===== config.mk =====
export PLATFORM = sky130hd
export DESIGN_NAME = fetch_unit
export DESIGN_NICKNAME = d
export VERILOG_FILES = /design/src/rtl/fetch_pkg.sv /design/src/rtl/fetch_unit_pc_register.sv /design/src/rtl/fetch_unit.sv
export SDC_FILE = /design/constraint.sdc
export NUM_CORES = 1
export LEC_CHECK = 0
export CAP_MARGIN = 40
export CORE_ASPECT_RATIO = 0.8
export CORE_MARGIN = 2
export CORE_UTILIZATION = 30
export CTS_CLUSTER_DIAMETER = 200
export CTS_CLUSTER_SIZE = 20
export DETAILED_ROUTE_END_ITERATION = 8
export PLACE_DENSITY = 0.72
export RECOVER_POWER = 25
export SKIP_CTS_REPAIR_TIMING = 1
export SYNTH_ARGS = -nofsm -noshare
export SYNTH_HDL_FRONTEND = slang
export SYNTH_SLANG_ARGS = --single-unit

===== constraint.sdc =====
create_clock -name clk -period 3 [get_ports clk]
set_clock_uncertainty 0.2 [all_clocks]
set_input_delay 0.45 -clock clk [delete_from_list [all_inputs] [get_ports clk]]
set_output_delay 0.45 -clock clk [all_outputs]
set_load 0.005 [all_outputs]

===== src/rtl/fetch_pkg.sv =====
`default_nettype none
// ============================================================================
//  Module   : fetch_pkg
//  Brief    : Shared types and defaults for the instruction-fetch unit.
//  Revision : 1.0  initial release
// ============================================================================
package fetch_pkg;

    localparam int unsigned FETCH_DATA_WIDTH = 32;
    localparam logic [31:0] FETCH_RESET_PC   = 32'h0000_0000;
    localparam logic [31:0] FETCH_NOP_INSTR  = 32'h0000_0013;

    typedef enum logic [1:0] {
        S_REQ  = 2'd0,
        S_WAIT = 2'd1,
        S_HOLD = 2'd2,
        S_DROP = 2'd3
    } fetch_state_t;

    // PC update selector: keep, advance one word, or load a redirect target
    typedef enum logic [1:0] {
        PC_KEEP = 2'd0,
        PC_INC  = 2'd1,
        PC_LOAD = 2'd2
    } pc_op_t;

endpackage
`default_nettype wire


===== src/rtl/fetch_unit_pc_register.sv =====
`default_nettype none
// ============================================================================
//  Module   : pc_register
//  Brief    : Program counter with keep / increment / word-aligned load.
//  Revision : 1.0  initial release
// ============================================================================
module pc_register
    import fetch_pkg::*;
#(
    parameter int unsigned           DATA_WIDTH = FETCH_DATA_WIDTH,
    parameter logic [DATA_WIDTH-1:0] RESET_PC   = DATA_WIDTH'(FETCH_RESET_PC)
) (
    input  logic                  clk,
    input  logic                  rst_n,
    input  pc_op_t                pc_op_i,
    input  logic [DATA_WIDTH-1:0] target_i,
    output logic [DATA_WIDTH-1:0] pc_o,
    output logic [DATA_WIDTH-1:0] pc_plus4_o
);

    logic [DATA_WIDTH-1:0] pc_q;
    logic [DATA_WIDTH-1:0] pc_d;

    assign pc_plus4_o = pc_q + DATA_WIDTH'(4);
    assign pc_o       = pc_q;

    always_comb begin
        pc_d = pc_q;
        unique case (pc_op_i)
            PC_INC:  pc_d = pc_plus4_o;
            // Targets are forced onto a word boundary
            PC_LOAD: pc_d = target_i & ~DATA_WIDTH'(3);
            default: pc_d = pc_q;
        endcase
    end

    always_ff @(posedge clk) begin
        if (!rst_n) begin
            pc_q <= RESET_PC;
        end else begin
            pc_q <= pc_d;
        end
    end

endmodule
`default_nettype wire


===== src/rtl/fetch_unit.sv =====
`default_nettype none
// ============================================================================
//  Module   : fetch_unit
//  Brief    : IF-stage producer: PC ownership, single-outstanding imem fetch,
//             stall hold buffer, execute redirect and NOP bubble insertion.
//  Revision : 1.0  initial release
// ============================================================================
module fetch_unit
    import fetch_pkg::*;
#(
    parameter int unsigned           DATA_WIDTH = FETCH_DATA_WIDTH,
    parameter logic [DATA_WIDTH-1:0] RESET_PC   = DATA_WIDTH'(FETCH_RESET_PC),
    parameter logic [DATA_WIDTH-1:0] NOP_INSTR  = DATA_WIDTH'(FETCH_NOP_INSTR)
) (
    input  logic                  clk,
    input  logic                  rst_n,
    input  logic                  StallF,
    input  logic                  PCSrcE,
    input  logic [DATA_WIDTH-1:0] PCTargetE,
    output logic                  imem_req,
    output logic [DATA_WIDTH-1:0] imem_addr,
    input  logic                  imem_gnt,
    input  logic                  imem_rvalid,
    input  logic [DATA_WIDTH-1:0] imem_rdata,
    output logic [DATA_WIDTH-1:0] instrF,
    output logic [DATA_WIDTH-1:0] PCF,
    output logic [DATA_WIDTH-1:0] PCPlus4F,
    output logic                  validF
);

    fetch_state_t          state_q;
    fetch_state_t          state_d;
    logic [DATA_WIDTH-1:0] hold_q;
    logic [DATA_WIDTH-1:0] hold_d;
    pc_op_t                pc_op_d;
    logic                  req_d;
    logic                  valid_d;
    logic                  use_hold_d;
    logic [DATA_WIDTH-1:0] pc_w;

    pc_register #(
        .DATA_WIDTH (DATA_WIDTH),
        .RESET_PC   (RESET_PC)
    ) u_pc (
        .clk        (clk),
        .rst_n      (rst_n),
        .pc_op_i    (pc_op_d),
        .target_i   (PCTargetE),
        .pc_o       (pc_w),
        .pc_plus4_o (PCPlus4F)
    );

    always_ff @(posedge clk) begin
        if (!rst_n) begin
            state_q <= S_REQ;
            hold_q  <= NOP_INSTR;
        end else begin
            state_q <= state_d;
            hold_q  <= hold_d;
        end
    end

    // Redirect is evaluated first in every state so it always beats StallF
    always_comb begin
        state_d    = state_q;
        hold_d     = hold_q;
        pc_op_d    = PC_KEEP;
        req_d      = 1'b0;
        valid_d    = 1'b0;
        use_hold_d = 1'b0;
        unique case (state_q)
            S_REQ: begin
                req_d = 1'b1;
                if (PCSrcE) begin
                    pc_op_d = PC_LOAD;
                    // A request granted alongside a redirect returns stale data
                    state_d = imem_gnt ? S_DROP : S_REQ;
                end else if (imem_gnt) begin
                    state_d = S_WAIT;
                end
            end
            S_WAIT: begin
                if (PCSrcE) begin
                    pc_op_d = PC_LOAD;
                    state_d = imem_rvalid ? S_REQ : S_DROP;
                end else if (imem_rvalid) begin
                    if (StallF) begin
                        hold_d  = imem_rdata;
                        state_d = S_HOLD;
                    end else begin
                        valid_d = 1'b1;
                        pc_op_d = PC_INC;
                        state_d = S_REQ;
                    end
                end
            end
            S_HOLD: begin
                valid_d    = 1'b1;
                use_hold_d = 1'b1;
                if (PCSrcE) begin
                    pc_op_d = PC_LOAD;
                    state_d = S_REQ;
                end else if (!StallF) begin
                    pc_op_d = PC_INC;
                    state_d = S_REQ;
                end
            end
            S_DROP: begin
                if (PCSrcE) begin
                    pc_op_d = PC_LOAD;
                end
                if (imem_rvalid) begin
                    state_d = S_REQ;
                end
            end
            default: begin
                state_d = S_REQ;
            end
        endcase
    end

    // Outputs are masked combinationally so nothing escapes during reset
    assign imem_req  = rst_n & req_d;
    assign validF    = rst_n & valid_d;
    assign imem_addr = pc_w;
    assign PCF       = pc_w;
    assign instrF    = !validF    ? NOP_INSTR :
                       use_hold_d ? hold_q    : imem_rdata;

endmodule
`default_nettype wire

Fig. 1: sequential cells coloured by netlist name
Drawn at 3 px/um. Other cells in grey.
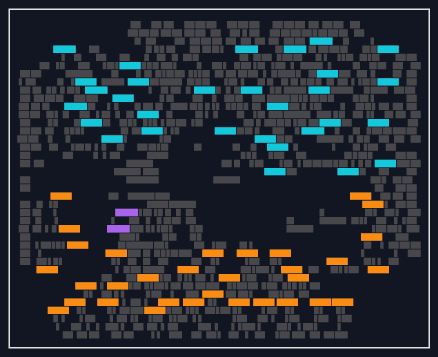
- purple: `state_q` (placed flops 2)
- orange: `hold_q` (placed flops 32; where a band across the bottom)
- cyan: `u_pc.pc_o` (placed flops 30)

Fig. 2: logic cells by family
Drawn at 3 px/um.
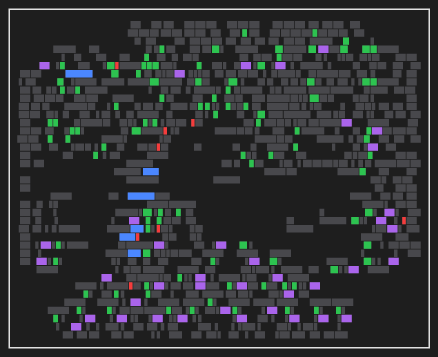
- purple: multiplexers (cells 39; most used mux2i_1; where all over the die)
- green: inverting AOI/OAI gates (cells 98; most used a21oi_1; where all over the die)
- red: inverters (cells 8; most used inv_1)
- blue: adder and majority cells (cells 6)

Fig. 3: a small window of the routed layout
Region (50, 59) to (90, 99) um. Cells in grey, sequential cells in the stronger grey; small squares are vias.
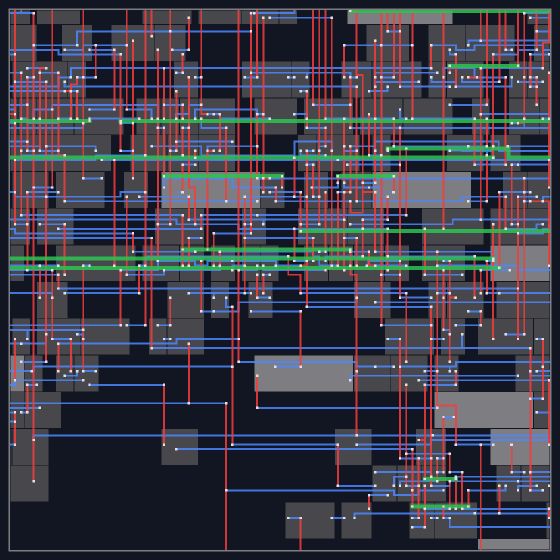
- blue: metal 1
- red: metal 2
- green: metal 3
- netlist names of flops here include: `u_pc.pc_o` (6)
- most frequent: buf_4 (17), nand2_1 (10), clkdlybuf4s50_1 (10)
- cells with their middle in the window: 111
- sequential cells in the window: 6

Fig. 4: metal 2
Drawn at 2 px/um.
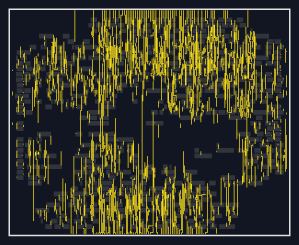
- longest straight run: 56.9 um
- wire length on this layer: 6530 um
- main direction: vertical
- share of all routed wire: 45%
- nets with wire on the layer: 697
wirelength, routed: 14670 um
routing usage on met2: 27.22%
DR vias: 4781

Fig. 5: track usage over the die
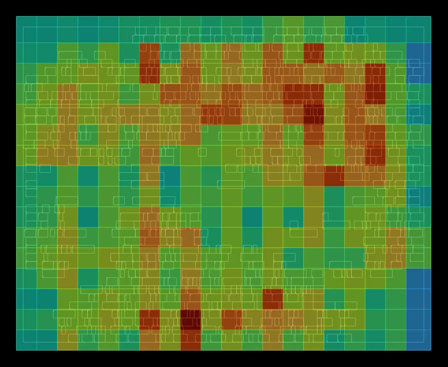
GR Util met3: 4.437%
gr usage total: 17.96%
Wirelength per Cell: 15.25 um
met1 Usage GRT: 25.47%
Post-Route Utilization: 49.50%

==> flow_metrics.env <==
# yosys + openroad results
export IMPL_hp_start="hold_q[14]"
export IMPL_dp_final_hpwl_um=10620
export IMPL_timing_critical_path_to="instrF[26]"
export IMPL_dp_slack_ps=-13.78
export IMPL_syn_area_mm2=0.004404
export IMPL_syn_inst=592
export IMPL_comb_share_pct=39.67
export IMPL_fp_util_pct=30.80
export IMPL_yosysWarnings=0
export IMPL_wl_met1_um=6867
export IMPL_slew_headroom_pct=53.76
export IMPL_areaGrowthSynthToFinish_pct=60.68
export IMPL_slowest_delay_ps=520
export IMPL_final_hold_violation_count=0
export IMPL_route_detailed_drc=0
export IMPL_power_total_mw=3.175
export IMPL_worstPathMaxFanout=19
export IMPL_antenna_found_initial=0
export IMPL_yosys_area_top_type="dfxtp_1"
export IMPL_drive_above_1_share_pct=14.65
export IMPL_r2r_cells=9
export IMPL_start_kind="flip-flop"
export IMPL_outcome="complete, no violations"
export IMPL_slowest_stage="clkdlybuf4s50_1"
export IMPL_period_needed_ps=2934
export IMPL_cp_top_family="buffers and inverters"
export IMPL_drtPass1Iterations=5
export IMPL_top_area_cell_class="multi-input combinational cells"
export IMPL_std_cell_rows=39
export IMPL_portBuffers=191
export IMPL_setup_violations=0
export IMPL_synth_most_common_cell="nand2_1"
export IMPL_die_area_mm2=0.01567
export IMPL_numSynthFlops=64
export IMPL_layout_nets=849
export IMPL_ys_cells=592
export IMPL_simple_gate_share_pct=27.95
export IMPL_ys_sh_mux_pct=8.864
export IMPL_cts_buffers=9
export IMPL_xor_share_pct=5.568
export IMPL_slew_viol_final=0
export IMPL_logic_gates=444
export IMPL_max_cap_violations=0
export IMPL_regArea_mm2=0.001292
export IMPL_numClockSinks=64
export IMPL_path_common_cell="nor2_1"
export IMPL_drt_iter0_markers=301
export IMPL_htreeDepth=3
export IMPL_ant_nets=0
export IMPL_cp_cell_sequence="inv_2, ha_4, nor2b_4, nand2_1, nor2_1, o211ai_1, buf_4, buf_12, nor2_1, clkdlybuf4s50_1"
export IMPL_drt_vias_per_instance=4.970
export IMPL_rr_startpoint="state_q[0]"
export IMPL_clock_area_share_pct=4.349
export IMPL_top_cells_by_count="nand2_1, dfxtp_1, nor2_1"
export IMPL_die_x_um=139.5
export IMPL_clkTransAtPathRegs_ps=60
export IMPL_cp_data_required_time_ps=2350
export IMPL_sequentialPowerShare_pct=31.7
export IMPL_place_inst=938
export IMPL_warnings=31
export IMPL_grt_pass1_vias=4336
export IMPL_final_cell_mix="clkdlybuf4s50_1, nand2_1, nor2_1"
export IMPL_synth_area_top_cells="dfxtp_1, mux2i_1, nand2_1"
export IMPL_r2r_end="u_pc.pc_o[21]"
export IMPL_buffers_excl_clock=246
export IMPL_hold_end="hold_q[14]"
export IMPL_grt_overflow_total=0
export IMPL_p_leak_nw=3.013
export IMPL_fmax_mhz=340.8
export IMPL_grt_max_degree=35
export IMPL_antenna_cells=0
export IMPL_power_share_clock_pct=34.0
export IMPL_cp_num_cells=10
export IMPL_tritoncts="yes"
state kept, by name, summed over array words and instances, names as in the netlist:
| name | flops |
|---|---|
| state_q | 2 |
| u_pc.pc_o | 30 |
| hold_q | 32 |
worst min-delay path, delay by kind of cell (launching register included):
kind / cells / cell delay, ps
flops: 1 / 310
simple gates: 1 / 50
compound gates: 1 / 50
power by group through the flow:
stage	Combinational, mW	Sequential, mW	Clock [mW]
CTS	1.08	0.991	1.11
detailed placement	1.07	1.01	0
floorplan	0.522	1.01	0
global route	1.18	1.02	1.15
global placement	1.06	1.01	0
finish	1.09	1.01	1.08
per-stage QoR:
stage               area [um2]  hold slack (ps)
floorplan                 4424            236.0
global placement          6505            243.8
detailed placement        6505            247.9
CTS                       6813            255.9
global route              7077            273.7
finish                    7077            252.9
Power and IR drop assume default switching activity.
